==> src/rtl/serial_chain_scheduler_if.sv <==
// Bus bundle between a host and the serial chain scheduler: per-chain
// request/ack handshakes, parallel data words and the shared serial pins.
interface serial_chain_scheduler_if #(
  parameter int unsigned WIDTH = 16
);
  logic             i_LEDReq;
  logic [WIDTH-1:0] i_LEDData16;
  logic             o_LEDAck;
  logic             i_SEGReq;
  logic [WIDTH-1:0] i_SEGData16;
  logic             o_SEGAck;
  logic             i_DIPReq;
  logic [WIDTH-1:0] o_DIP16;
  logic             o_DIPValid;
  logic             o_PSCLK;
  logic             o_LEDData;
  logic             o_LEDLatch;
  logic             o_SEGData;
  logic             o_SEGLatch;
  logic             o_DIPLatch;
  logic             i_DIPData;
  logic             o_Busy;

  modport master (
    output i_LEDReq, i_LEDData16, i_SEGReq, i_SEGData16, i_DIPReq, i_DIPData,
    input  o_LEDAck, o_SEGAck, o_DIP16, o_DIPValid, o_PSCLK, o_LEDData,
           o_LEDLatch, o_SEGData, o_SEGLatch, o_DIPLatch, o_Busy
  );

  modport slave (
    input  i_LEDReq, i_LEDData16, i_SEGReq, i_SEGData16, i_DIPReq, i_DIPData,
    output o_LEDAck, o_SEGAck, o_DIP16, o_DIPValid, o_PSCLK, o_LEDData,
           o_LEDLatch, o_SEGData, o_SEGLatch, o_DIPLatch, o_Busy
  );
endinterface

==> src/rtl/serial_chain_scheduler.sv <==
// Round-robin scheduler sharing one serial shift clock between an LED chain,
// a 7-segment chain (both write) and a DIP-switch chain (read).
module serial_chain_scheduler #(
  parameter int unsigned HALF_PERIOD = 2,
  parameter int unsigned WIDTH       = 16
) (
  input logic                     i_CLK,
  input logic                     i_RESET,
  serial_chain_scheduler_if.slave io_bus
);

  typedef enum logic [2:0] {
    S_IDLE, S_LOAD, S_PRELATCH, S_SHIFT, S_LATCH, S_DONE
  } state_t;

  typedef enum logic [1:0] {
    CH_LED, CH_SEG, CH_DIP
  } chan_t;

  // Phase counter covers one full PSCLK period (up to 510 cycles at HALF_PERIOD=255).
  localparam logic [8:0] C_HALF       = 9'(HALF_PERIOD);
  localparam logic [8:0] C_PHASE_LAST = 9'(2 * HALF_PERIOD - 1);
  localparam logic [4:0] C_BIT_LAST   = 5'(WIDTH - 1);

  state_t           r_state;
  state_t           w_nextState;
  chan_t            r_grant;
  chan_t            r_last;
  chan_t            w_pick;
  logic [WIDTH-1:0] r_shift;
  logic [WIDTH-1:0] r_dip16;
  logic [WIDTH-1:0] w_shiftIn;
  logic [4:0]       r_bitCnt;
  logic [8:0]       r_phaseCnt;
  logic             w_anyReq;
  logic             w_phaseLast;
  logic             w_bitLast;
  logic             w_sampleNow;

  assign w_anyReq    = io_bus.i_LEDReq | io_bus.i_SEGReq | io_bus.i_DIPReq;
  assign w_phaseLast = (r_phaseCnt == C_PHASE_LAST);
  assign w_bitLast   = (r_bitCnt == C_BIT_LAST);
  assign w_sampleNow = (r_phaseCnt == C_HALF);
  assign w_shiftIn   = {r_shift[WIDTH-2:0], io_bus.i_DIPData};

  // Search starts with the chain after the most recently granted one.
  always_comb begin
    w_pick = CH_LED;
    case (r_last)
      CH_LED: begin
        if (io_bus.i_SEGReq)      w_pick = CH_SEG;
        else if (io_bus.i_DIPReq) w_pick = CH_DIP;
        else                      w_pick = CH_LED;
      end
      CH_SEG: begin
        if (io_bus.i_DIPReq)      w_pick = CH_DIP;
        else if (io_bus.i_LEDReq) w_pick = CH_LED;
        else                      w_pick = CH_SEG;
      end
      default: begin
        if (io_bus.i_LEDReq)      w_pick = CH_LED;
        else if (io_bus.i_SEGReq) w_pick = CH_SEG;
        else                      w_pick = CH_DIP;
      end
    endcase
  end

  always_ff @(posedge i_CLK) begin
    if (i_RESET) begin
      r_state    <= S_IDLE;
      r_grant    <= CH_LED;
      r_last     <= CH_DIP;
      r_shift    <= '0;
      r_dip16    <= '0;
      r_bitCnt   <= '0;
      r_phaseCnt <= '0;
    end else begin
      r_state <= w_nextState;
      case (r_state)
        S_IDLE: begin
          if (w_anyReq) begin
            r_grant <= w_pick;
            r_last  <= w_pick;
          end
        end
        S_LOAD: begin
          r_shift    <= (r_grant == CH_LED) ? io_bus.i_LEDData16 :
                        (r_grant == CH_SEG) ? io_bus.i_SEGData16 : '0;
          r_bitCnt   <= '0;
          r_phaseCnt <= '0;
        end
        S_PRELATCH, S_LATCH: begin
          r_phaseCnt <= w_phaseLast ? 9'd0 : r_phaseCnt + 9'd1;
        end
        S_SHIFT: begin
          r_phaseCnt <= w_phaseLast ? 9'd0 : r_phaseCnt + 9'd1;
          if (w_phaseLast) r_bitCnt <= r_bitCnt + 5'd1;
          // DIP bits enter on the PSCLK rise; the last one may land on the final edge.
          if (r_grant == CH_DIP) begin
            if (w_sampleNow) r_shift <= w_shiftIn;
            if (w_phaseLast && w_bitLast) r_dip16 <= w_sampleNow ? w_shiftIn : r_shift;
          end else if (w_phaseLast) begin
            r_shift <= {r_shift[WIDTH-2:0], 1'b0};
          end
        end
        default: ;
      endcase
    end
  end

  always_comb begin
    w_nextState       = r_state;
    io_bus.o_PSCLK    = 1'b0;
    io_bus.o_LEDData  = 1'b0;
    io_bus.o_SEGData  = 1'b0;
    io_bus.o_LEDLatch = 1'b0;
    io_bus.o_SEGLatch = 1'b0;
    io_bus.o_DIPLatch = 1'b1;
    io_bus.o_LEDAck   = 1'b0;
    io_bus.o_SEGAck   = 1'b0;
    io_bus.o_DIPValid = 1'b0;
    case (r_state)
      S_IDLE: begin
        if (w_anyReq) w_nextState = S_LOAD;
      end
      S_LOAD: begin
        w_nextState = (r_grant == CH_DIP) ? S_PRELATCH : S_SHIFT;
      end
      S_PRELATCH: begin
        io_bus.o_DIPLatch = 1'b0;
        if (w_phaseLast) w_nextState = S_SHIFT;
      end
      S_SHIFT: begin
        io_bus.o_PSCLK   = (r_phaseCnt >= C_HALF);
        io_bus.o_LEDData = (r_grant == CH_LED) & r_shift[WIDTH-1];
        io_bus.o_SEGData = (r_grant == CH_SEG) & r_shift[WIDTH-1];
        if (w_phaseLast && w_bitLast) w_nextState = (r_grant == CH_DIP) ? S_DONE : S_LATCH;
      end
      S_LATCH: begin
        io_bus.o_LEDLatch = (r_grant == CH_LED);
        io_bus.o_SEGLatch = (r_grant == CH_SEG);
        if (w_phaseLast) w_nextState = S_DONE;
      end
      S_DONE: begin
        io_bus.o_LEDAck   = (r_grant == CH_LED);
        io_bus.o_SEGAck   = (r_grant == CH_SEG);
        io_bus.o_DIPValid = (r_grant == CH_DIP);
        w_nextState       = S_IDLE;
      end
      default: w_nextState = S_IDLE;
    endcase
  end

  assign io_bus.o_DIP16 = r_dip16;
  assign io_bus.o_Busy  = (r_state != S_IDLE);

endmodule
==> src/flat_wrapper.sv <==
// flat-port wrapper written by rule: the top's interface ports become plain ports
module serial_chain_scheduler_flat 
#(
  parameter int unsigned HALF_PERIOD = 2,
  parameter int unsigned WIDTH       = 16
)
  (i_CLK, i_RESET, io_bus_i_LEDReq, io_bus_i_LEDData16, io_bus_i_SEGReq, io_bus_i_SEGData16, io_bus_i_DIPReq, io_bus_i_DIPData, io_bus_o_LEDAck, io_bus_o_SEGAck, io_bus_o_DIP16, io_bus_o_DIPValid, io_bus_o_PSCLK, io_bus_o_LEDData, io_bus_o_LEDLatch, io_bus_o_SEGData, io_bus_o_SEGLatch, io_bus_o_DIPLatch, io_bus_o_Busy);
  serial_chain_scheduler_if #(.WIDTH(WIDTH)) io_bus_i ();
  input logic i_CLK;
  input logic i_RESET;
  input wire logic [$bits(io_bus_i.i_LEDReq)-1:0] io_bus_i_LEDReq;
  input wire logic [$bits(io_bus_i.i_LEDData16)-1:0] io_bus_i_LEDData16;
  input wire logic [$bits(io_bus_i.i_SEGReq)-1:0] io_bus_i_SEGReq;
  input wire logic [$bits(io_bus_i.i_SEGData16)-1:0] io_bus_i_SEGData16;
  input wire logic [$bits(io_bus_i.i_DIPReq)-1:0] io_bus_i_DIPReq;
  input wire logic [$bits(io_bus_i.i_DIPData)-1:0] io_bus_i_DIPData;
  output wire logic [$bits(io_bus_i.o_LEDAck)-1:0] io_bus_o_LEDAck;
  output wire logic [$bits(io_bus_i.o_SEGAck)-1:0] io_bus_o_SEGAck;
  output wire logic [$bits(io_bus_i.o_DIP16)-1:0] io_bus_o_DIP16;
  output wire logic [$bits(io_bus_i.o_DIPValid)-1:0] io_bus_o_DIPValid;
  output wire logic [$bits(io_bus_i.o_PSCLK)-1:0] io_bus_o_PSCLK;
  output wire logic [$bits(io_bus_i.o_LEDData)-1:0] io_bus_o_LEDData;
  output wire logic [$bits(io_bus_i.o_LEDLatch)-1:0] io_bus_o_LEDLatch;
  output wire logic [$bits(io_bus_i.o_SEGData)-1:0] io_bus_o_SEGData;
  output wire logic [$bits(io_bus_i.o_SEGLatch)-1:0] io_bus_o_SEGLatch;
  output wire logic [$bits(io_bus_i.o_DIPLatch)-1:0] io_bus_o_DIPLatch;
  output wire logic [$bits(io_bus_i.o_Busy)-1:0] io_bus_o_Busy;
  assign io_bus_i.i_LEDReq = io_bus_i_LEDReq;
  assign io_bus_i.i_LEDData16 = io_bus_i_LEDData16;
  assign io_bus_i.i_SEGReq = io_bus_i_SEGReq;
  assign io_bus_i.i_SEGData16 = io_bus_i_SEGData16;
  assign io_bus_i.i_DIPReq = io_bus_i_DIPReq;
  assign io_bus_i.i_DIPData = io_bus_i_DIPData;
  assign io_bus_o_LEDAck = io_bus_i.o_LEDAck;
  assign io_bus_o_SEGAck = io_bus_i.o_SEGAck;
  assign io_bus_o_DIP16 = io_bus_i.o_DIP16;
  assign io_bus_o_DIPValid = io_bus_i.o_DIPValid;
  assign io_bus_o_PSCLK = io_bus_i.o_PSCLK;
  assign io_bus_o_LEDData = io_bus_i.o_LEDData;
  assign io_bus_o_LEDLatch = io_bus_i.o_LEDLatch;
  assign io_bus_o_SEGData = io_bus_i.o_SEGData;
  assign io_bus_o_SEGLatch = io_bus_i.o_SEGLatch;
  assign io_bus_o_DIPLatch = io_bus_i.o_DIPLatch;
  assign io_bus_o_Busy = io_bus_i.o_Busy;
  serial_chain_scheduler #(.HALF_PERIOD(HALF_PERIOD), .WIDTH(WIDTH)) u_core (.i_CLK(i_CLK), .i_RESET(i_RESET), .io_bus(io_bus_i));
endmodule
==> config.mk <==
export PLATFORM = sky130hd
export DESIGN_NAME = serial_chain_scheduler_flat
export DESIGN_NICKNAME = d
export VERILOG_FILES = /design/src/rtl/serial_chain_scheduler_if.sv /design/src/rtl/serial_chain_scheduler.sv /design/src/flat_wrapper.sv
export SDC_FILE = /design/constraint.sdc
export NUM_CORES = 1
export LEC_CHECK = 0
export CORE_MARGIN = 3
export CORE_UTILIZATION = 47
export CTS_CLUSTER_SIZE = 28
export DETAILED_ROUTE_END_ITERATION = 12
export GPL_TIMING_DRIVEN = 0
export PLACE_DENSITY = 0.77
export SLEW_MARGIN = 10
export SYNTH_ARGS = -nofsm -noshare
export SYNTH_HDL_FRONTEND = slang
export SYNTH_SLANG_ARGS = --single-unit
==> constraint.sdc <==
create_clock -name i_CLK -period 2.13 [get_ports i_CLK]
set_input_delay 0.426 -clock i_CLK [delete_from_list [all_inputs] [get_ports i_CLK]]
set_output_delay 0.426 -clock i_CLK [all_outputs]
set_load 0.1 [all_outputs]
Metal layers overlaid:
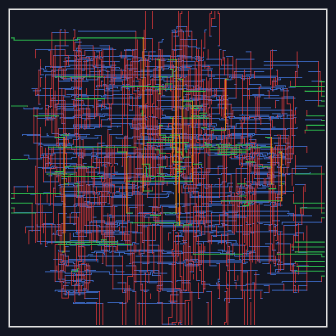
blue -> met1  # wire length 4190 um
green -> met3  # wire length 612 um
orange -> met4  # wire length 269 um
red -> met2  # wire length 5250 um
routed len/inst: 18.15 um
final wirelength: 10.33 mm

Clock distribution:
The bar under the picture is 20 um long.
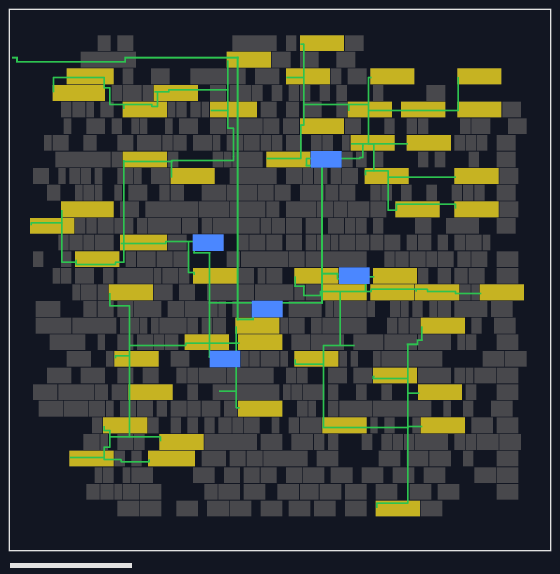
yellow -> flip-flops  # count 52
green -> clock wires  # length 657 um
blue -> cells driving clock nets  # count 5
flops lie = all over the die
Worst Clk Skew: 0.01097 ns
worst skew pair latency: 0.31 ns
Clock Power: 0.753 mW

Port wiring:
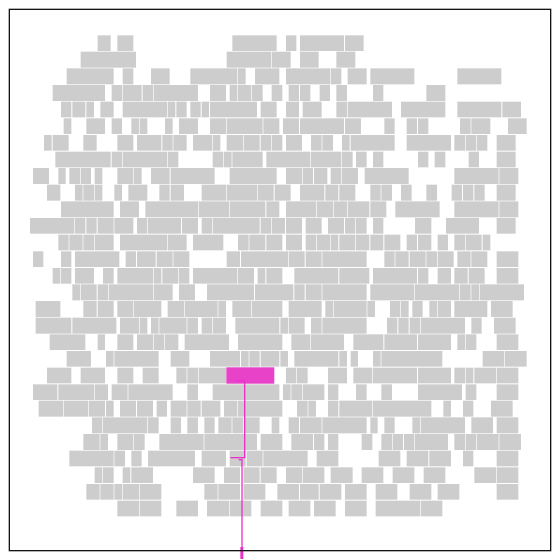
magenta -> io_bus_o_LEDData  # bits 1, direction output, edge bottom, end cells 1, buffers 1, wire 31.2 um
# IOs: 64
PortBufs: 62

==> flow_summary.ini <==
; yosys + openroad results
[final_timing]
slew_headroom_pct = 34.79
period_minus_slack_ns = 2.111
slew_violations = 0
fin_crit_sh_pct = 99.10
finalHoldViolations = 0
finalSetupViolations = 0
hold_ws_ns = 0.4776
rsz0062_at_grt = yes
tns_ns = 0
max_freq_mhz = 473.7
worst_slew_pin_slew_ns = 0.9821

[layout]
sh_seq_area_pct = 22.78
buf_share_pct = 24.76
drive_gt1_share_pct = 24.80
clk_share_pct = 2.733
diodes = 0
largest_class = combinational gates
nFlopsAndLatches = 52
fin_area_mm2 = 0.004624
buffers = 130
seqCellArea_mm2 = 0.001054
final-comb-area_mm2 = 0.002090
logic_gates = 274
fillers = 502
nNonClkInverters = 28
area_growth_pct = 45.00
nNetsFinal = 533

[synthesis]
topCellsByArea = dfxtp_1 33%, a21oi_1 7.8%, nor3_1 6.3%, mux2i_1 5.3%, a221oi_2 4.7%
synth_nets = 435
yosysWarnings = 0
syn_area_per_cell_um2 = 8.115
yosysSeqAreaShare_pct = 32.64
syn-instance-count = 393
async_flop_share_pct = 0
synth.distinct_cells = 51
edf_count = 0
netlist_area_mm2 = 0.003189
dominantRegCellSynth = dfxtp_1
top_area_cell = dfxtp_1
yosys_cells = 393
synthTopCellsByCount = 52 x dfxtp_1, 50 x a21oi_1, 40 x nor3_1
ys_ff = 52
top_cell = dfxtp_1
yosysChipArea_mm2 = 0.003189
top_cell_area_share_pct = 32.64

[route]
post-route-drc-count = 0
via_per_inst = 6.281
num_vias = 3574
drtIter0Drc = 348
ant_nets = 0
drtPass1Iterations = 5

[clock_network]
htree_levels = 2
path_clk_slew_ns = 0.09
cts_tree = done
cts_root_buf = clkbuf_8
hold_buffers = 0
clock_path_buffers = 2

[worst_setup_path]
cp-end-kind = primary output
rrSetupSlack_ns = 0.06
max_stage_delay_ns = 0.41
crit_buf_inv = 3
crit_required_ns = 1.70
critPathLaunchType = flop
worstPathArrival_ns = 1.68
r2r_cells = 8
crit_cells = 5
crit_end = io_bus_o_LEDLatch
crit_path_start = u_core.r_last[0]
worstPathCellList = buf_6 -> buf_12 -> or3_4 -> nor3_4 -> buf_12
rr_endpoint = u_core.r_shift[10]
regToRegStartpoint = u_core.r_phaseCnt[0]
crit_slowest_cell = or3_4
cp_common_cell = buf_12
path_class = flop to primary output
crit_family = simple AND/OR/NAND/NOR gates
worst-path-max-fanout = 6

[die]
fp_util_pct = 49.38
design.core.area_mm2 = 0.006459
chip_area_mm2 = 0.007810
nWellTaps = 77
row_count = 29
die_h_um = 88.38
die_x_um = 88.38

[global_routing]
grt_pass1_vias = 3305
grt_usage_pct = 25.20
grt_max_degree = 16
grt_pass1_wl_mm = 15.64
antenna_found_initial = 0
grt.overflow.total = 0

[job]
stage_log_warnings = 30
drv_cap = 0

[power_and_ir_drop]
power_density_mw_per_mm2 = 848.8
leakagePower_nw = 1.695
p_total_mw = 3.925
ir_drop_mv = 0.6704

[status]
status = complete, no violations

[placed_design]
placed_cell_area_mm2 = 0.004048
hpwlAfterDp_mm = 6.796
gp_congestion = 0.9170

[worst_hold_path]
holdCritPathClass = flop to flop
The clock network:
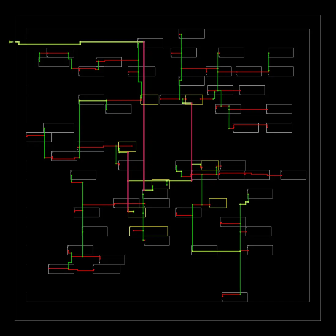
CTS Sinks: 52
TritonCTS Buffers: 5
clock buffers: 7

Gate families picked out:
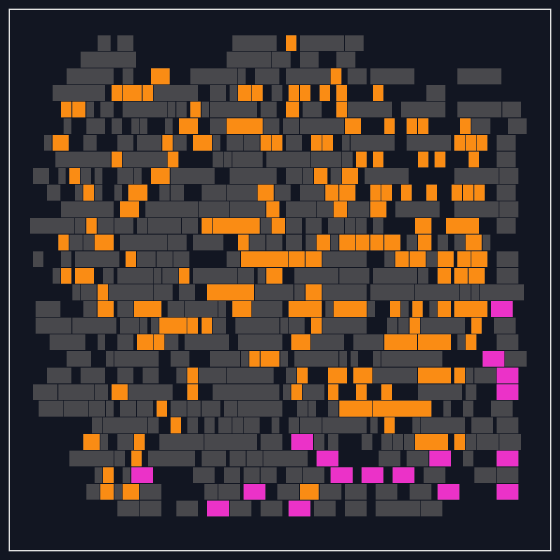
magenta -> multiplexers  # cells 17, most used mux2i_1
orange -> inverting AOI/OAI gates  # cells 146, most used a21oi_1
final non-filler cell total: 569
logic share of the area: 45.18%

-- where the power goes --
part	internal [mW]	switching, mW
sequential	1.12	0.103
combinational	0.786	1.16
clock	0.415	0.338
total	2.32	1.61
-- cell families (layout without fill, tap and decap cells) --
family	Yosys count	count (layout)	share of synthesized area, %
simple gates	104	104	19.11
xor+xnor	2	2	0.5493
mux	17	17	5.335
compound gates	147	147	31.74
buf+inv	67	166	9.062
flops	52	52	32.64
fa+ha+maj	4	4	1.569
-- per-layer routing --
| layer | part of all wire (%) | wire length (um) | track usage (%) |
|---|---|---|---|
| met5 | 0 | 0 | 0 |
| met4 | 2.6 | 269 | 8.929 |
| met3 | 5.9 | 612 | 3.445 |
| met2 | 51 | 5254 | 45.21 |
| met1 | 41 | 4191 | 30.72 |
-- cells in the final DEF, fill, tap and decap left out, types with 4 or more instances in the layout --
cell type	synthesis	final
a31oi_1	17	16
dfxtp_1	52	46
nor3_4	0	5
clkbuf_1	21	10
buf_12	0	5
a311oi_1	6	6
clkbuf_8	0	8
or4_1	4	4
buf_4	1	35
dfxtp_2	0	4
dlygate4sd2_1	0	16
buf_2	9	9
nor2_1	10	8
clkdlybuf4s50_1	0	36
buf_6	3	8
nand2b_1	4	4
a221oi_1	6	6
nand2_1	10	9
a221oi_2	10	9
o21ai_0	23	23
inv_1	28	25
a21oi_1	50	49
nand3_1	6	6
o211ai_1	17	17
mux2i_1	17	17
nor3_1	40	34
nand3b_1	5	5
-- registers in the layout, summed over array words and instances (netlist names) --
register and flops:
u_core.r_grant 1, u_core.r_last 2, u_core.r_shift 16, u_core.r_phaseCnt 9, u_core.io_bus.o_DIP16 16, u_core.r_state 3, u_core.r_bitCnt 5
-- worst min-delay path by stage --
stage	depth (start not counted)	start	to	slack, ns
6_report	2	u_core.io_bus.o_DIP16[11]	u_core.io_bus.o_DIP16[11]	0.48
2_1_floorplan	2	u_core.r_bitCnt[4]	u_core.r_bitCnt[4]	0.45
3_3_place_gp	2	u_core.io_bus.o_DIP16[9]	u_core.io_bus.o_DIP16[9]	0.46
5_1_grt	2	u_core.io_bus.o_DIP16[9]	u_core.io_bus.o_DIP16[9]	0.50
4_1_cts	2	u_core.io_bus.o_DIP16[9]	u_core.io_bus.o_DIP16[9]	0.48
3_5_place_dp	2	u_core.io_bus.o_DIP16[15]	u_core.io_bus.o_DIP16[15]	0.47
-- worst register-to-register path, stage by stage (launching register included) --
cell and delay [ns]:
dfxtp_4 0.38, inv_4 0.07, ha_4 0.13, buf_6 0.11, or4b_4 0.50, nor2_4 0.15, o211ai_4 0.17, buf_8 0.20
a221oi_2 0.27
-- per-stage QoR --
| step | util, % | worst slack (ns) | cells |
|---|---|---|---|
| final | 71.60 | 0.01912 | 569 |
| after global placement | 62.67 | -0.9713 | 532 |
| after CTS | 67.69 | -0.02338 | 548 |
| after floorplan | - | -0.1156 | 393 |
| after global routing | 71.60 | -0.02745 | 569 |
| after detailed placement | 62.67 | -1.015 | 532 |
-- what timing repair did --
action                                  4_1_cts  5_1_grt
gates cloned                                  1        0
pin swaps                                     7       11
gates resized                               115       30
endpoints found under the setup margin       57       43
setup buffers                                10       22
Power figures rest on the tool's default switching activity, not on a simulated workload.
